<file path="config.mk">
export PLATFORM = sky130hd
export DESIGN_NAME = multdiv_seq_unit
export DESIGN_NICKNAME = d
export VERILOG_FILES = /design/src/rtl/multdiv_seq_unit.sv
export SDC_FILE = /design/constraint.sdc
export NUM_CORES = 1
export LEC_CHECK = 0
export CAP_MARGIN = 30
export CELL_PAD_IN_SITES_DETAIL_PLACEMENT = 1
export CELL_PAD_IN_SITES_GLOBAL_PLACEMENT = 1
export CORE_MARGIN = 1
export CORE_UTILIZATION = 48
export CTS_BUF_LIST = sky130_fd_sc_hd__clkbuf_8
export DETAILED_ROUTE_END_ITERATION = 6
export PLACE_DENSITY = 0.85
export SLEW_MARGIN = 20
export SYNTH_ARGS = -nofsm -noshare
export SYNTH_HDL_FRONTEND = slang
export SYNTH_SLANG_ARGS = --single-unit
</file>
<file path="constraint.sdc">
create_clock -name inClock -period 10.5 [get_ports inClock]
set_clock_uncertainty 0.15 [all_clocks]
set_input_delay 1.05 -clock inClock [delete_from_list [all_inputs] [get_ports inClock]]
set_output_delay 1.05 -clock inClock [all_outputs]
set_load 0.01 [all_outputs]
</file>
<file path="src/rtl/multdiv_seq_unit.sv">
// Sequential signed multiplier (32x16, 16 cycles) / divider (32/16, 32 cycles) with start/ready handshake.
// Define MULTDIV_RESIDUE_EN to add registered mod-31 residue outputs for the downstream residue checker.
module multdiv_seq_unit #(
  parameter logic [4:0] OPCODE_MULT = 5'b00110,
  parameter logic [4:0] OPCODE_DIV  = 5'b00111
`ifdef MULTDIV_RESIDUE_EN
  ,
  parameter int unsigned RES_BITS = 5
`endif
) (
  input  logic        inClock,
  input  logic        inResetN,
  input  logic        inStart,
  input  logic [4:0]  inOpcode,
  input  logic [31:0] inA,
  input  logic [15:0] inB,
  output logic        outBusy,
  output logic        outResultReady,
  output logic [31:0] outResult,
  output logic [31:0] outRemainder,
  output logic [4:0]  outOpcode,
  output logic        outOverflow,
  output logic        outDivByZero
`ifdef MULTDIV_RESIDUE_EN
  ,
  output logic [RES_BITS-1:0] outResultResidue,
  output logic [RES_BITS-1:0] outRemainderResidue
`endif
);

  typedef enum logic [1:0] {S_IDLE, S_MULT, S_DIV, S_DONE} state_t;

  state_t      state, state_nxt;
  logic [5:0]  cnt;
  logic [4:0]  op_q;
  logic [47:0] acc, mcand, acc_nxt;
  logic [15:0] mplier;
  logic [31:0] rem, quo, dvs, rem_nxt, quo_nxt;
  logic [32:0] rem_sh, diff;
  logic        sign_q, sign_r, ovf_div;
  logic        accept, is_mult, is_div;
  logic        load_out, ovf_nxt, dz_nxt;
  logic [31:0] res_nxt, remout_nxt;
  logic [31:0] mag_a, mag_b, b_ext;

  // Generate/propagate adder used for every two's-complement negate.
  function automatic logic [31:0] cla_add32(input logic [31:0] x, input logic [31:0] y,
                                            input logic cin);
    logic [31:0] g, p, c;
    g    = x & y;
    p    = x ^ y;
    c[0] = cin;
    for (int i = 0; i < 31; i++) c[i+1] = g[i] | (p[i] & c[i]);
    return p ^ c;
  endfunction

  function automatic logic [31:0] neg32(input logic [31:0] x);
    return cla_add32(~x, 32'd0, 1'b1);
  endfunction

  assign is_mult = (inOpcode == OPCODE_MULT);
  assign is_div  = (inOpcode == OPCODE_DIV);
  assign accept  = inStart && (state == S_IDLE || state == S_DONE) && (is_mult || is_div);
  assign b_ext   = {{16{inB[15]}}, inB};
  assign mag_a   = inA[31] ? neg32(inA) : inA;
  assign mag_b   = inB[15] ? neg32(b_ext) : b_ext;

  assign outBusy        = (state == S_MULT) || (state == S_DIV);
  assign outResultReady = (state == S_DONE);

  // One iteration step; the top multiplier bit carries negative weight, so it subtracts.
  always_comb begin
    // NOTE: every always_comb target gets a default first so no path leaves it unassigned (no latch).
    acc_nxt = acc;
    if (mplier[0]) acc_nxt = (cnt == 6'd15) ? acc - mcand : acc + mcand;
    rem_sh  = {rem, quo[31]};
    diff    = rem_sh - {1'b0, dvs};
    rem_nxt = diff[32] ? rem_sh[31:0] : diff[31:0];
    quo_nxt = {quo[30:0], ~diff[32]};
  end

  always_comb begin
    state_nxt  = state;
    load_out   = 1'b0;
    res_nxt    = 32'd0;
    remout_nxt = 32'd0;
    ovf_nxt    = 1'b0;
    dz_nxt     = 1'b0;
    case (state)
      S_IDLE, S_DONE: begin
        state_nxt = S_IDLE;
        if (accept) begin
          if (is_mult) begin
            state_nxt = S_MULT;
          end else if (inB != 16'd0) begin
            state_nxt = S_DIV;
          end else begin
            state_nxt  = S_DONE;
            load_out   = 1'b1;
            remout_nxt = inA;
            dz_nxt     = 1'b1;
          end
        end
      end
      S_MULT: begin
        if (cnt == 6'd15) begin
          state_nxt = S_DONE;
          load_out  = 1'b1;
          res_nxt   = acc_nxt[31:0];
          ovf_nxt   = !((&acc_nxt[47:31]) || !(|acc_nxt[47:31]));
        end
      end
      S_DIV: begin
        if (cnt == 6'd31) begin
          state_nxt  = S_DONE;
          load_out   = 1'b1;
          res_nxt    = sign_q ? neg32(quo_nxt) : quo_nxt;
          remout_nxt = sign_r ? neg32(rem_nxt) : rem_nxt;
          ovf_nxt    = ovf_div;
        end
      end
      default: state_nxt = S_IDLE;
    endcase
  end

`ifdef MULTDIV_RESIDUE_EN
  // Mod-31 residue: sum the 5-bit chunks, fold carries back in twice, report 31 as 0.
  function automatic logic [4:0] res31(input logic [31:0] x);
    logic [7:0] s;
    s = 8'(x[4:0]) + 8'(x[9:5]) + 8'(x[14:10]) + 8'(x[19:15])
      + 8'(x[24:20]) + 8'(x[29:25]) + 8'(x[31:30]);
    s = 8'(s[4:0]) + 8'(s[7:5]);
    s = 8'(s[4:0]) + 8'(s[7:5]);
    return (s[4:0] == 5'd31) ? 5'd0 : s[4:0];
  endfunction
`endif

  always_ff @(posedge inClock) begin
    // NOTE: state registers use non-blocking assignments so all flops update from pre-edge values.
    if (!inResetN) begin
      state        <= S_IDLE;
      cnt          <= 6'd0;
      outResult    <= 32'd0;
      outRemainder <= 32'd0;
      outOpcode    <= 5'd0;
      outOverflow  <= 1'b0;
      outDivByZero <= 1'b0;
`ifdef MULTDIV_RESIDUE_EN
      outResultResidue    <= '0;
      outRemainderResidue <= '0;
`endif
    end else begin
      state <= state_nxt;
      cnt   <= accept ? 6'd0 : (outBusy ? cnt + 6'd1 : cnt);
      if (load_out) begin
        outResult    <= res_nxt;
        outRemainder <= remout_nxt;
        outOpcode    <= accept ? inOpcode : op_q;
        outOverflow  <= ovf_nxt;
        outDivByZero <= dz_nxt;
`ifdef MULTDIV_RESIDUE_EN
        outResultResidue    <= res31(res_nxt);
        outRemainderResidue <= res31(remout_nxt);
`endif
      end
    end
  end

  // NOTE: datapath registers carry no reset; accept always loads them before any iteration reads them.
  always_ff @(posedge inClock) begin
    if (accept) begin
      op_q    <= inOpcode;
      acc     <= 48'd0;
      mcand   <= {{16{inA[31]}}, inA};
      mplier  <= inB;
      rem     <= 32'd0;
      quo     <= mag_a;
      dvs     <= mag_b;
      sign_q  <= inA[31] ^ inB[15];
      sign_r  <= inA[31];
      ovf_div <= (inA == 32'h8000_0000) && (inB == 16'hFFFF);
    end else if (state == S_MULT) begin
      acc    <= acc_nxt;
      mcand  <= mcand << 1;
      mplier <= mplier >> 1;
    end else if (state == S_DIV) begin
      rem <= rem_nxt;
      quo <= quo_nxt;
    end
  end

endmodule

</file>
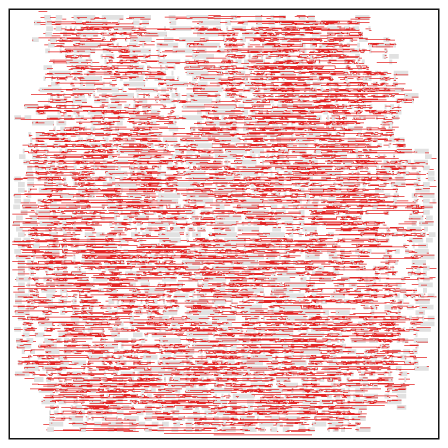
Run 1: met1 routing
nets with wire on the layer: 2614
main direction: horizontal
share of all routed wire: 42%
met1 usage: 0.421
via count: 19280
WL final: 73700 um

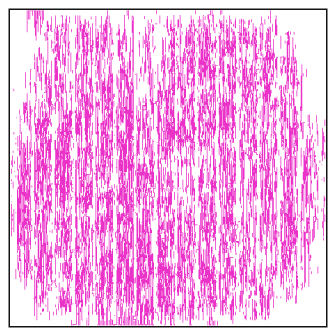
Run 1: met2 routing
nets with wire on the layer: 2486
share of all routed wire: 46%
main direction: vertical
met2 Track Usage GR: 0.556

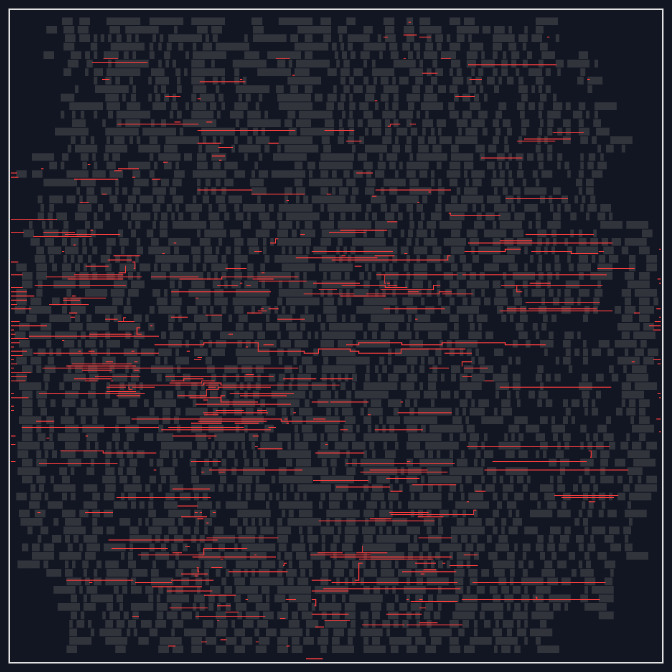
Run 1: metal 3
nets with wire on the layer: 215
main direction: horizontal
met3 Use GR: 0.0400

==> deck_impl_summary.md, run 1 <==
Flow Results at a Glance

Power
  • Seq pwr share: 0.255
  • Logic power comb: 4.06 mW
  • Power Density: 293 mW/mm^2
  • P_int: 3.44 mW
  • Leak Pwr: 10.0 nW
  • Switch Pwr: 3.36 mW
  • Comb pwr share: 0.597
  • Seq. pwr: 1.74 mW
  • VDD IR max: 128 uV
  • Switching share of power: 0.494

Yosys
  • Post-synth ARST share: 0
  • MUX area fraction: 0.0627
  • Ys cells: 2432
  • Flip-flops with a built-in enable: 116
  • Mapped Cells: 2432
  • Adder Area Share: 0.119
  • Synth top area share: 0.169
  • Commonest flop: dfxtp_1
  • Synth area leader: edfxtp_1
  • Cell Type Count: 85
  • Nets at Floorplan: 2682
  • Count leader, synth: nand2_1
  • Commonest cells in the netlist: nand2_1 (246), nor2_1 (206), ha_1 (192), o21ai_0 (186), dfxtp_1 (164)
  • Aoi share: 0.228

Outcome
  • Status: finished, final reports clean

Hold path
  • Hold Crit Depth: 1
  • Hold crit path type: reg -> reg

Placed design
  • Dpl cells: 2980
  • Final Wtd Congestion: 0.909
  • Placed Area: 0.0222 mm^2
  • Port buffer count: 128
  • DP Wirelength: 53700 um

Final layout
  • Post-route insts no fill: 3075
  • Sequential share of cell area: 0.292
  • Combinational share of cell area: 0.550
  • N_diodes: 0
  • Clock buf/inv share: 0.0399
  • Area grow syn2layout: 12.7%
  • Data buffer area share: 0.0674
  • Clock buffers: 55
  • Largest registers: acc (48), mcand (48)
  • Total Nets Final: 2746
  • Core Util, Final: 0.550
  • MI comb cells: 1869
  • Top cell excl fill/tap: nand2_1
  • Seq_cells: 280
  • # fillers: 5016
  • Fin area: 0.0232 mm^2

Clocking
  • Setup Fix Bufs, Post-CTS: 0
  • Clk_lat worst skew: 0.67 ns
  • CTS HTree Levels: 2
  • Hold-fix buffers, CTS: 0
  • Post-cts resize count: 0
  • Clk slew on worst S/H paths: 0.06 ns
  • Cts bufs inserted: 51
  • CTS Buffer Depth: 3

STA
  • Final setup viols: 0
  • Tmin final: 9.91 ns
  • Relative slew slack: 0.366
  • Cycle use final: 0.944
  • RSZ-0062 raised after global routing: false
  • Fin Hold WS: 0.299 ns
  • Max Slew Vio Count: 0

Floorplan
  • Num rows: 75
  • Die ar.: 0.0437 mm^2
  • Die boundary width: 209 um
  • Core ar.: 0.0421 mm^2
  • Die Ht: 209 um

Global route
  • Vias in the first global route: 20144
  • Global Route Usage Sum: 0.335

Route
  • DRC viols: 0
  • Via/cell ratio: 6.27
  • Max layer used: met4
  • Met2 wire length: 34100 um
  • Metal1 wirelength: 31200 um
  • Drt first pass iters: 5
  • Antenna Violating Nets Remaining: 0

Flow run
  • Number of max-cap violations: 0

Critical path
  • Crit. End Element: flip-flop
  • RR Endpoint: outResult[30]
  • Worst Setup Start Kind: flip-flop
  • Worst setup path startpoint: quo[31]
  • CP bufs+invs: 3
  • Worst endpoint data arrival time: 10.31 ns
  • Critical path's top delay family: adder cells
  • Most used cell, CP: ha_1
==> run 2: changes to the inputs <==
CTS_CLUSTER_DIAMETER = 100   (was default)
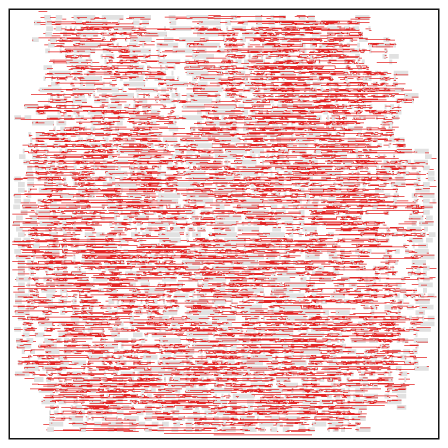
Run 2: met1 routing
share of all routed wire: 42%
nets with wire on the layer: 2614
longest straight run: 71.3 um

==> deck_impl_summary.md, run 2 <==
Flow Results at a Glance

Final layout
  • Sequential share of cell area: 0.292 (unchanged)
  • Total Nets Final: 2746 (unchanged)
  • # fillers: 5016 (unchanged)
  • Data buffer area share: 0.0674 (unchanged)
  • Core Util, Final: 0.550 (unchanged)
  • Combinational share of cell area: 0.550 (unchanged)
  • MI comb cells: 1869 (unchanged)

Critical path
  • Worst Setup Start Kind: flip-flop
  • Most used cell, CP: ha_1

Placed design
  • Dpl cells: 2980 (unchanged)
  • DP Wirelength: 53700 um (unchanged)

Yosys
  • Flip-flops with a built-in enable: 116 (unchanged)
  • Commonest cells in the netlist: nand2_1 (246), nor2_1 (206), ha_1 (192), o21ai_0 (186), dfxtp_1 (164)
  • Ys cells: 2432 (unchanged)
  • Mapped Cells: 2432 (unchanged)
  • Aoi share: 0.228 (unchanged)
  • MUX area fraction: 0.0627 (unchanged)

Power
  • VDD IR max: 128 uV (unchanged)
  • Comb pwr share: 0.597 (about the same)
  • Power Density: 293 mW/mm^2 (unchanged)
  • Seq pwr share: 0.255 (about the same)
  • Switch Pwr: 3.36 mW (unchanged)
  • Seq. pwr: 1.74 mW (about the same)

Outcome
  • Status: finished, final reports clean

Route
  • Antenna Violating Nets Remaining: 0 (unchanged)
  • Metal1 wirelength: 31200 um (unchanged)
  • Drt first pass iters: 5 (unchanged)
  • Max layer used: met4

Global route
  • Met1 usage: 0.421 (unchanged)
  • Met3 Use GR: 0.0400 (unchanged)
  • Vias in the first global route: 20144 (unchanged)

Clocking
  • Cts bufs inserted: 51 (unchanged)
  • Clk_lat worst skew: 0.67 ns (about the same)

STA
  • RSZ-0062 raised after global routing: false
  • Max Slew Vio Count: 0 (unchanged)
  • Fin Hold WS: 0.299 ns (unchanged)

Hold path
  • Hold crit path type: reg -> reg

Floorplan
  • Die boundary width: 209 um (unchanged)
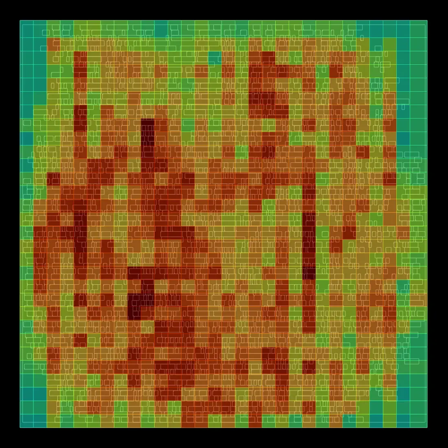
Run 2: routing congestion
busiest grt layer: met2
Global Route Usage Sum: 0.335

Power and IR drop assume default switching activity.
